run_1/density.png
(2 px per um) 15 x 15 tiles, from dark blue (low) to red (high), 0 to 100% covered.
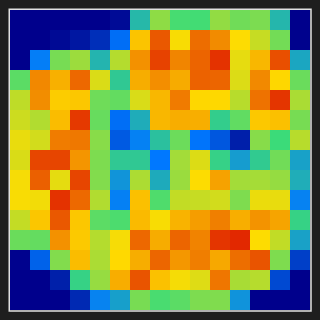
run_1/met1.png
(3 px per um) Supply wires on this layer in gray.
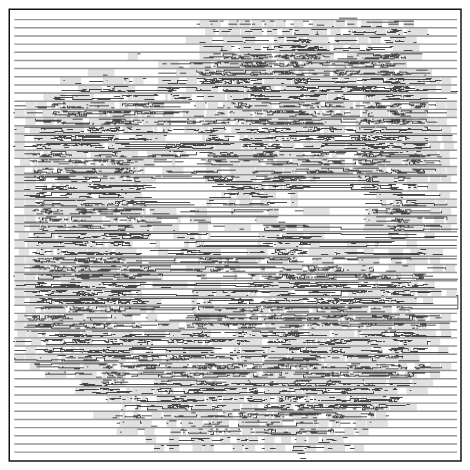
run_1/cell_classes.png
(2 px per um)
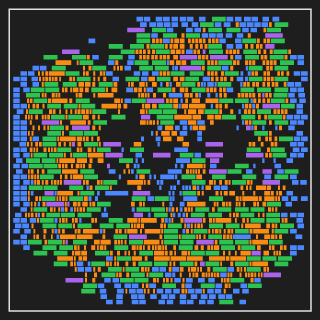
[config.mk]
export PLATFORM = sky130hd
export DESIGN_NAME = multiword_add_sequencer_flat
export DESIGN_NICKNAME = d
export VERILOG_FILES = /design/src/rtl/multiword_add_sequencer_if.sv /design/src/rtl/multiword_add_sequencer.sv /design/src/flat_wrapper.sv
export SDC_FILE = /design/constraint.sdc
export NUM_CORES = 1
export LEC_CHECK = 0
export CAP_MARGIN = 20
export CORE_UTILIZATION = 44
export DETAILED_ROUTE_END_ITERATION = 16
export GPL_TIMING_DRIVEN = 0
export PLACE_DENSITY = 0.87
export SYNTH_ARGS = -nofsm -noshare
export SYNTH_HDL_FRONTEND = slang
export SYNTH_SLANG_ARGS = --single-unit
[constraint.sdc]
create_clock -name clk -period 2.4 [get_ports clk]
set_input_delay 0.48 -clock clk [delete_from_list [all_inputs] [get_ports clk]]
set_output_delay 0.48 -clock clk [all_outputs]
set_load 0.02 [all_outputs]
[src/rtl/multiword_add_sequencer_if.sv]
`default_nettype none
// ============================================================================
// Module   : multiword_add_sequencer_if
// Purpose  : Operand/result handshake and 16-bit adder-slice bus for
//            multiword_add_sequencer. The sub signal exists only when
//            MULTIWORD_ADD_SUB_EN is defined.
// Revision : 1.0 - initial release
// ============================================================================
interface multiword_add_sequencer_if #(
    parameter int WORDS = 4
);
    logic                  in_valid;
    logic                  in_ready;
    logic [16*WORDS-1:0]   a;
    logic [16*WORDS-1:0]   b;
    logic                  cin;
`ifdef MULTIWORD_ADD_SUB_EN
    logic                  sub;
`endif
    logic                  out_valid;
    logic                  out_ready;
    logic [16*WORDS-1:0]   sum;
    logic                  cout;
    logic [15:0]           add_a;
    logic [15:0]           add_b;
    logic                  add_cin;
    logic [15:0]           add_sum;
    logic                  add_cout;

    // Environment side: operand producer, result consumer and the adder stage.
    modport master (
        output in_valid, a, b, cin,
`ifdef MULTIWORD_ADD_SUB_EN
        output sub,
`endif
        output out_ready, add_sum, add_cout,
        input  in_ready, out_valid, sum, cout, add_a, add_b, add_cin
    );

    modport slave (
        input  in_valid, a, b, cin,
`ifdef MULTIWORD_ADD_SUB_EN
        input  sub,
`endif
        input  out_ready, add_sum, add_cout,
        output in_ready, out_valid, sum, cout, add_a, add_b, add_cin
    );
endinterface
`default_nettype wire

[src/rtl/multiword_add_sequencer.sv]
`default_nettype none
// ============================================================================
// Module   : multiword_add_sequencer
// Purpose  : Issues a 16*WORDS-bit addition as WORDS 16-bit slices (LSB first)
//            to an external adder, rippling the carry. Optional subtract mode
//            enabled by macro MULTIWORD_ADD_SUB_EN.
// Revision : 1.0 - initial release
// ============================================================================
module multiword_add_sequencer #(
    parameter int WORDS = 4
) (
    input  wire                          clk,
    input  wire                          rst,
    multiword_add_sequencer_if.slave     bus
);
    localparam int                 c_IDX_W    = (WORDS > 1) ? $clog2(WORDS) : 1;
    localparam int                 c_W        = 16 * WORDS;
    localparam logic [c_IDX_W-1:0] c_LAST_IDX = c_IDX_W'(WORDS - 1);

    typedef enum logic [1:0] {
        ST_IDLE = 2'd0,
        ST_RUN  = 2'd1,
        ST_DONE = 2'd2
    } state_t;

    state_t               r_state;
    logic [c_IDX_W-1:0]   r_idx;
    logic [c_W-1:0]       r_a;
    logic [c_W-1:0]       r_b;
    logic [c_W-1:0]       r_sum;
    logic                 r_cout;
    logic                 r_carry;
    logic                 r_in_ready;
    logic                 r_out_valid;
    logic [15:0]          r_add_a;
    logic [15:0]          r_add_b;

    logic [c_W-1:0]       w_b_in;
    logic                 w_cin_in;
    logic [c_IDX_W-1:0]   w_idx_nxt;
    logic                 w_last;

`ifdef MULTIWORD_ADD_SUB_EN
    // Subtraction as a + ~b + 1: the forced slice-0 carry completes the negation.
    assign w_b_in   = bus.sub ? ~bus.b : bus.b;
    assign w_cin_in = bus.sub | bus.cin;
`else
    assign w_b_in   = bus.b;
    assign w_cin_in = bus.cin;
`endif

    assign w_idx_nxt = r_idx + 1'b1;
    assign w_last    = (r_idx == c_LAST_IDX);

    // Adder slice operands are registered one edge ahead, so add_a/add_b
    // always show slice r_idx while in RUN and zero elsewhere.
    always_ff @(posedge clk) begin
        if (rst) begin
            r_state     <= ST_IDLE;
            r_idx       <= '0;
            r_a         <= '0;
            r_b         <= '0;
            r_sum       <= '0;
            r_cout      <= 1'b0;
            r_carry     <= 1'b0;
            r_in_ready  <= 1'b1;
            r_out_valid <= 1'b0;
            r_add_a     <= '0;
            r_add_b     <= '0;
        end else begin
            case (r_state)
                ST_IDLE: begin
                    if (bus.in_valid) begin
                        r_a        <= bus.a;
                        r_b        <= w_b_in;
                        r_sum      <= '0;
                        r_idx      <= '0;
                        r_carry    <= w_cin_in;
                        r_add_a    <= bus.a[15:0];
                        r_add_b    <= w_b_in[15:0];
                        r_in_ready <= 1'b0;
                        r_state    <= ST_RUN;
                    end
                end
                ST_RUN: begin
                    r_sum[{r_idx, 4'b0000} +: 16] <= bus.add_sum;
                    if (w_last) begin
                        r_cout      <= bus.add_cout;
                        r_carry     <= 1'b0;
                        r_idx       <= '0;
                        r_add_a     <= '0;
                        r_add_b     <= '0;
                        r_out_valid <= 1'b1;
                        r_state     <= ST_DONE;
                    end else begin
                        r_carry <= bus.add_cout;
                        r_idx   <= w_idx_nxt;
                        r_add_a <= r_a[{w_idx_nxt, 4'b0000} +: 16];
                        r_add_b <= r_b[{w_idx_nxt, 4'b0000} +: 16];
                    end
                end
                ST_DONE: begin
                    if (bus.out_ready) begin
                        r_out_valid <= 1'b0;
                        r_in_ready  <= 1'b1;
                        r_state     <= ST_IDLE;
                    end
                end
                default: begin
                    r_state     <= ST_IDLE;
                    r_in_ready  <= 1'b1;
                    r_out_valid <= 1'b0;
                end
            endcase
        end
    end

    assign bus.in_ready  = r_in_ready;
    assign bus.out_valid = r_out_valid;
    assign bus.sum       = r_sum;
    assign bus.cout      = r_cout;
    assign bus.add_a     = r_add_a;
    assign bus.add_b     = r_add_b;
    assign bus.add_cin   = r_carry;
endmodule
`default_nettype wire
[src/flat_wrapper.sv]
// flat-port wrapper written by rule: the top's interface ports become plain ports
module multiword_add_sequencer_flat 
#(
    parameter int WORDS = 4
)
  (clk, rst, bus_in_valid, bus_a, bus_b, bus_cin, bus_out_ready, bus_add_sum, bus_add_cout, bus_in_ready, bus_out_valid, bus_sum, bus_cout, bus_add_a, bus_add_b, bus_add_cin);
  multiword_add_sequencer_if #(.WORDS(WORDS)) bus_i ();
  input  wire clk;
  input  wire rst;
  input wire logic [$bits(bus_i.in_valid)-1:0] bus_in_valid;
  input wire logic [$bits(bus_i.a)-1:0] bus_a;
  input wire logic [$bits(bus_i.b)-1:0] bus_b;
  input wire logic [$bits(bus_i.cin)-1:0] bus_cin;
  input wire logic [$bits(bus_i.out_ready)-1:0] bus_out_ready;
  input wire logic [$bits(bus_i.add_sum)-1:0] bus_add_sum;
  input wire logic [$bits(bus_i.add_cout)-1:0] bus_add_cout;
  output wire logic [$bits(bus_i.in_ready)-1:0] bus_in_ready;
  output wire logic [$bits(bus_i.out_valid)-1:0] bus_out_valid;
  output wire logic [$bits(bus_i.sum)-1:0] bus_sum;
  output wire logic [$bits(bus_i.cout)-1:0] bus_cout;
  output wire logic [$bits(bus_i.add_a)-1:0] bus_add_a;
  output wire logic [$bits(bus_i.add_b)-1:0] bus_add_b;
  output wire logic [$bits(bus_i.add_cin)-1:0] bus_add_cin;
  assign bus_i.in_valid = bus_in_valid;
  assign bus_i.a = bus_a;
  assign bus_i.b = bus_b;
  assign bus_i.cin = bus_cin;
  assign bus_i.out_ready = bus_out_ready;
  assign bus_i.add_sum = bus_add_sum;
  assign bus_i.add_cout = bus_add_cout;
  assign bus_in_ready = bus_i.in_ready;
  assign bus_out_valid = bus_i.out_valid;
  assign bus_sum = bus_i.sum;
  assign bus_cout = bus_i.cout;
  assign bus_add_a = bus_i.add_a;
  assign bus_add_b = bus_i.add_b;
  assign bus_add_cin = bus_i.add_cin;
  multiword_add_sequencer #(.WORDS(WORDS)) u_core (.clk(clk), .rst(rst), .bus(bus_i));
endmodule
==> design notes, run 1 <==
After the last flow step, the layout net total stands at 1561. The class of the most critical setup path is flip-flop to flip-flop. Per the OpenROAD floorplan log, the area of the die is 22530 um2.

The first global-routing pass estimated 50160 um of wire. In the final layout, the share of cells above drive strength 1 is 10.14%. The tools report the required arrival time at the worst endpoint as 2.86 ns. The flow measured a signed area growth from synthesis to layout of 39.96%. Post-synthesis cell type with the largest combined area: dfxtp_1.

For the worst setup path, the data arrival time is 2.71 ns. The pre-antenna-repair detailed-routing pass consisted of 8 iterations. Chip area in the Yosys report: 9649 um2. The remaining global-route overflow was 0.

As reported, the later end of the worst-skew pair has a clock insertion delay of 0.52 ns. The number of global-route vias before repair is 9588. The path class of the lowest-slack min-delay path was flip-flop to flip-flop. Maximum number of pins on one net before global-route repair: 15. With the starting DRC count in detailed routing at 807, the placer's final routability congestion estimate is 0.8641.

According to the I/O placement log, the pin count is 250. The number of antenna diodes was 0. The biggest cell delay along the critical path came out at 0.64 ns. The buffer_ports step reported a buffer count of 248. Setup repair after global routing left no endpoint under its margin. The worst path needs 2.255 ns of the cycle, external delays included. STA classifies the critical path endpoint as a flip-flop. The logs give 24 for the number of buffers inserted during clock tree synthesis and 0 for the final number of setup-violating endpoints. The number of warnings reported in the stage logs is 31. The flow ran to the end, and the final reports show no timing, DRC or antenna violations. For this run, design rule violations remaining after detail routing come to 0. Per the post-route antenna check, the number of violating nets is 0.

Across the routed clock network, the largest skew measured is 0.009044 ns. The register share after synthesis was 48.13%; the number of antenna violations at the first check in global routing was 2.
Back to the opening pictures, density.png:
The mean over all tiles is 58%. 35% of the tiles are over 75% full. 8.9% of the tiles are nearly empty.
utilization after layout: 63.45%
floorplan-stage core utilization: 45.33%
area inside the core boundary: 21290 um2

Back to the opening pictures, met1.png:
1396 nets have wire on it. The layer holds 39% of the routed length.

Back to the opening pictures, cell_classes.png:
Purple shows clock drivers and dummy loads, cells 41, share of their area 6.0%. Green shows flops, cells 232, share of their area 35%. Blue shows other buffers and delay cells, cells 362, share of their area 24%. Orange shows all other logic, cells 785, share of their area 35%.
final design area excluding fillers: 13510 um2
num rows: 53
proportion of cell area occupied by registers: 34.42%

run 1: layer usage:
layer	vias up	wire length [um]	track usage, %
met2	564	15750	48.19
met3	101	3073	5.091
met1	4654	12620	35.83
li1	4446	-	-
met4	2	1309	12.58
met5	-	10	0
run 1: logic make-up (layout without fill, tap and decap cells):
group | Yosys count | after routing | synth area share (%)
AND/OR/NAND/NOR | 407 | 407 | 18.81
buffers and inverters | 110 | 407 | 5.511
AND-OR/OR-AND | 331 | 331 | 18.74
adder cells (fa/ha/maj) | 6 | 6 | 0.7780
flip-flops | 232 | 232 | 48.13
multiplexers | 37 | 37 | 8.027
run 1: synthesized netlist by cell type (2+ instances only):
master	n
and3b_1	2
dfxtp_1	232
nand3_1	48
o21ai_0	97
buf_2	37
mux4_2	31
mux2i_1	5
a21oi_1	195
nor2_1	39
inv_1	4
nand2_1	260
nor3b_2	2
a221oi_1	31
a2bb2oi_1	2
buf_6	7
ha_1	6
clkbuf_1	59
nand2b_1	32
nand3b_1	17
run 1: state kept, by name, summed over array words and instances (netlist names):
signal	cells
u_core.bus.sum	64
u_core.bus.cout	1
u_core.bus.add_a	16
u_core.r_state	2
u_core.bus.add_b	16
u_core.r_idx	2
u_core.r_b	64
u_core.r_a	64
u_core.bus.add_cin	1
u_core.bus.out_valid	1
u_core.bus.in_ready	1
run 1: path summary, 6_finish.rpt:
check / start / to / slack [ns] / depth (start not counted)
worst max-delay path: u_core.r_idx[0]$_SDFFE_PP0P_ / u_core.bus.add_b[2]$_SDFFE_PP0P_ / 0.14 / 6
worst min-delay path: u_core.r_b[13]$_SDFFE_PP0P_ / u_core.r_b[13]$_SDFFE_PP0P_ / 0.46 / 2
worst max register to register: u_core.r_idx[0]$_SDFFE_PP0P_ / u_core.bus.add_b[2]$_SDFFE_PP0P_ / 0.14 / 6
worst min register to register: u_core.r_b[13]$_SDFFE_PP0P_ / u_core.r_b[13]$_SDFFE_PP0P_ / 0.46 / 2
run 1: area by class of cell:
type	count	area (um2)
Timing Repair Buffer	257	2605
Multi-Input combinational cell	781	4542
Fill cell	1696	7781
Clock inverter	6	60.06
Clock buffer	35	733.2
Buffer	105	554.3
Tap cell	275	344.1
Sequential cell	232	4648
Inverter	4	18.77
run 1: tightest hold or removal path, delay by kind of cell (launching register included):
family | cells | cell delay [ns]
compound gates | 1 | 0.05
simple gates | 1 | 0.05
flops | 1 | 0.31
run 1: stage by stage:
stage / hold slack (ns) / TNS [ns] / worst slack (ns) / cells
floorplan: 0.4315 / 0 / 0.04169 / 1123
global placement: 0.4382 / -12.87 / -0.3783 / 1646
detailed placement: 0.4446 / -21.10 / -0.5135 / 1646
CTS: 0.4521 / 0 / 0.04706 / 1691
global route: 0.4681 / 0 / 0.03501 / 1695
finish: 0.4555 / 0 / 0.1448 / 1695
run 1: power breakdown:
group / leakage, nW / switching, mW / internal, mW
clock network: 0.388 / 1.53 / 2.21
logic: 2.54 / 0.794 / 0.735
registers: 1.90 / 0.120 / 4.06
total: 4.82 / 2.44 / 7.00
run 1: repair_timing:
action / in CTS / in global routing
pin swaps: 1 / 3
endpoints found under the setup margin: 88 / 38
resized: 17 / 10
cloned: 1 / 1
hold endpoints to repair: 0 / 0
buffers inserted: 3 / 4
--- run 2 (diff from run 1) ---
--- a/config.mk
+++ b/config.mk
@@ -6,7 +6,9 @@
 export NUM_CORES = 1
 export LEC_CHECK = 0
 export CAP_MARGIN = 20
+export CORE_ASPECT_RATIO = 0.9
 export CORE_UTILIZATION = 44
+export CTS_CLUSTER_DIAMETER = 60
 export DETAILED_ROUTE_END_ITERATION = 16
 export GPL_TIMING_DRIVEN = 0
 export PLACE_DENSITY = 0.87
==> run 2 against run 1 <==
Net effect: sequential power is essentially flat; sequential share of layout area down 0.10 points; clock power shrank 4%; combinational power barely moved; via count fell by 1.4%; register-to-register slack worse by 0.06 ns; routed wire length decreased by 1.7%; die size hardly changed; setup slack lost 0.059 ns; final cell count increased by 1.2%; clock skew is 0.0032 ns higher.
==> design notes, run 2 <==
The type of destination of the critical path is a flip-flop. The final setup slack of the worst path is 0.08607 ns (-0.05877 ns), and the placeable core area is 21570 um2 (+1.3%). The path class of the lowest-slack min-delay path was flip-flop to flip-flop. The required arrival time at the worst endpoint was 2.80 ns (-0.06 ns); the post-detailed-route DRC marker count was 0 (unchanged). The run gives -0.4457 ns (+0.06787 ns) for the pre-CTS setup slack.

The run finished with clean final reports. Looking at area per cell type in the netlist, the leader is dfxtp_1. The minimum period implied by the final worst setup slack was 2.314 ns (+0.05877 ns); the remaining number of nets flagged by the antenna check after routing was 0 (unchanged). The number of placement rows was 51 (-3.8%).

In the synthesized netlist, the cells that appear most often are nand2_1, dfxtp_1, a21oi_1. The tools report the worst-case hold slack as 0.4550 ns (-0.0004870 ns). The layout net count was 1564 (+0.19%).

In this run the critical register-to-register path is launched from u_core.r_idx[0]$_SDFFE_PP0P_. With the final core area utilization at 62.81% (-0.64 points), the count of port buffers added during placement is 248 (unchanged). The number of non-filler instances in the completed layout was 1715 (+1.2%); the placer's final routability congestion estimate was 0.8918 (+3.2%). The worst clock skew came out at 0.01225 ns (+0.003205 ns).

The chip area in the Yosys report was 9649 um2 (unchanged). The detailed-router iteration count before antenna repair came out at 5 (-3). The tools report the worst setup path startpoint as u_core.r_idx[0]$_SDFFE_PP0P_. The run gives 10.39% (+0.25 points) for the ratio of cells with drive above 1 in the final layout.

The startpoint identified for the worst hold timing path is u_core.r_b[42]$_SDFFE_PP0P_. Register share after synthesis: 48.13% (unchanged). The tools report the cell total after placement as 1662 (+0.97%). The tools report the maximum number of pins on one net before global-route repair as 14 (-1). The run gives 0.52 ns (-0.12 ns) for the biggest cell delay along the critical path. For the setup TNS, the log shows 0 ns (unchanged).

The logs give 0 (-2) for the number of antenna violations at the first check in global routing and 0 (unchanged) for the remaining global-route overflow. Most frequent cell after synthesis: nand2_1. The tools report the signal arrival time at the worst endpoint as 2.71 ns (about the same). The clock network latency to the later pin of the worst-skew pair came out at 0.51 ns (about the same).
-- run 2: cell counts after synthesis --
No cell type changed its count.
-- run 2: final timing paths --
path / to / slack (ns) / cells past startpoint
worst max-delay path: u_core.bus.add_b[10]$_SDFFE_PP0P_ / 0.09 / 10
worst min-delay path: u_core.r_b[42]$_SDFFE_PP0P_ / 0.45 / 2
worst max register to register: u_core.bus.add_b[10]$_SDFFE_PP0P_ / 0.09 / 10
worst min register to register: u_core.r_b[42]$_SDFFE_PP0P_ / 0.45 / 2
-- run 2: logic make-up after synthesis --
group	count (synthesis)	share of synthesized area, %
muxes	37	8.027
AOI/OAI and AO/OA	331	18.74
adders and majority gates	6	0.7780
and+or+nand+nor	407	18.81
DFF	232	48.13
buffers and inverters	110	5.511
-- run 2: area by class of cell --
class	instances	area [um2]	area share, %
Tap cell	291	364.1	2.688
Multi-Input combinational cell	781	4572	33.75
Buffer	106	574.3	4.239
Clock inverter	7	42.54	0.3140
Clock buffer	36	716.9	5.292
Timing Repair Buffer	258	2614	19.29
Sequential cell	232	4648	34.31
Inverter	4	15.01	0.1108
-- run 2: critical path, delay by kind of cell, from the launching register on --
| family | cells | cell delay, ns |
|---|---|---|
| and+or+nand+nor | 1 | 0.06 |
| DFF | 1 | 0.37 |
| adders and majority gates | 1 | 0.27 |
| muxes | 1 | 0.52 |
| AOI/OAI and AO/OA | 1 | 0.26 |
| buffers and inverters | 6 | 0.72 |
-- run 2: per-layer routing --
metal | global-route usage, % | share of wire (%)
met3 | 4.415 | 9.1
met5 | 0 | 0
met4 | 9.970 | 3.2
met2 | 46.01 | 47
met1 | 36.02 | 41
-- run 2: report_power, final --
| part | leakage, nW | internal (mW) | switching, mW | total [mW] |
|---|---|---|---|---|
| registers | 1.90 | 4.06 | 0.120 | 4.18 |
| logic | 2.55 | 0.741 | 0.795 | 1.54 |
| clock network | 0.367 | 2.06 | 1.52 | 3.59 |
| total | 4.82 | 6.86 | 2.44 | 9.30 |
-- run 2: timing repair --
item	CTS	global route
cloned	0	3
resized	22	12
pin swaps	3	4
setup endpoints to repair	94	36
buffers inserted	2	5
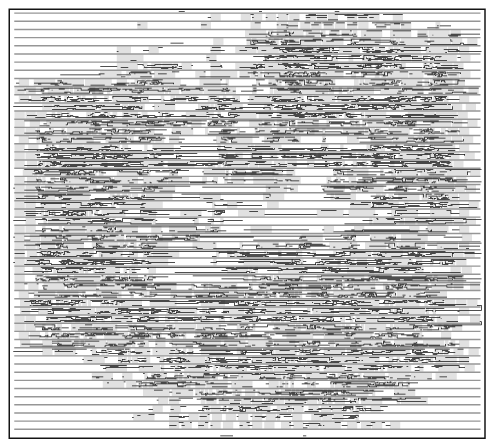
run_2/met1.png
(3 px per um) Supply wires on this layer in gray.
1382 nets have wire on it. The longest straight run is 51.8 um. The wires run mostly horizontal. The layer carries 13100 um of wire. The layer holds 41% of the routed length.

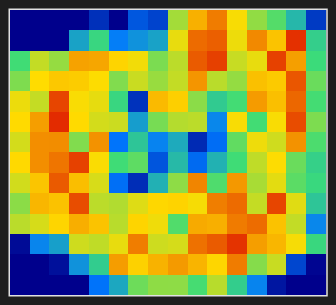
run_2/density.png
(2 px per um) 16 x 14 tiles, from dark blue (low) to red (high), 0 to 100% covered.
7.6% of the tiles are nearly empty. 33% of the tiles are over 75% full. The mean over all tiles is 59%. The fullest tile reaches 95%.

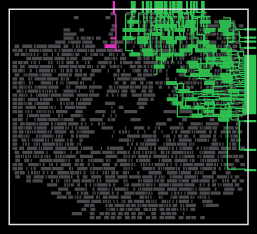
run_2/port_nets.png
(1.5 px per um)
Green shows bus_sum, bits 64, direction output, edge 36 right, 28 top, end cells 64, buffers 64, wire 2040 um. Magenta shows bus_cout, bits 1, direction output, edge top, end cells 1, buffers 1, wire 34.8 um.

Power is estimated from default activity; no workload was simulated.
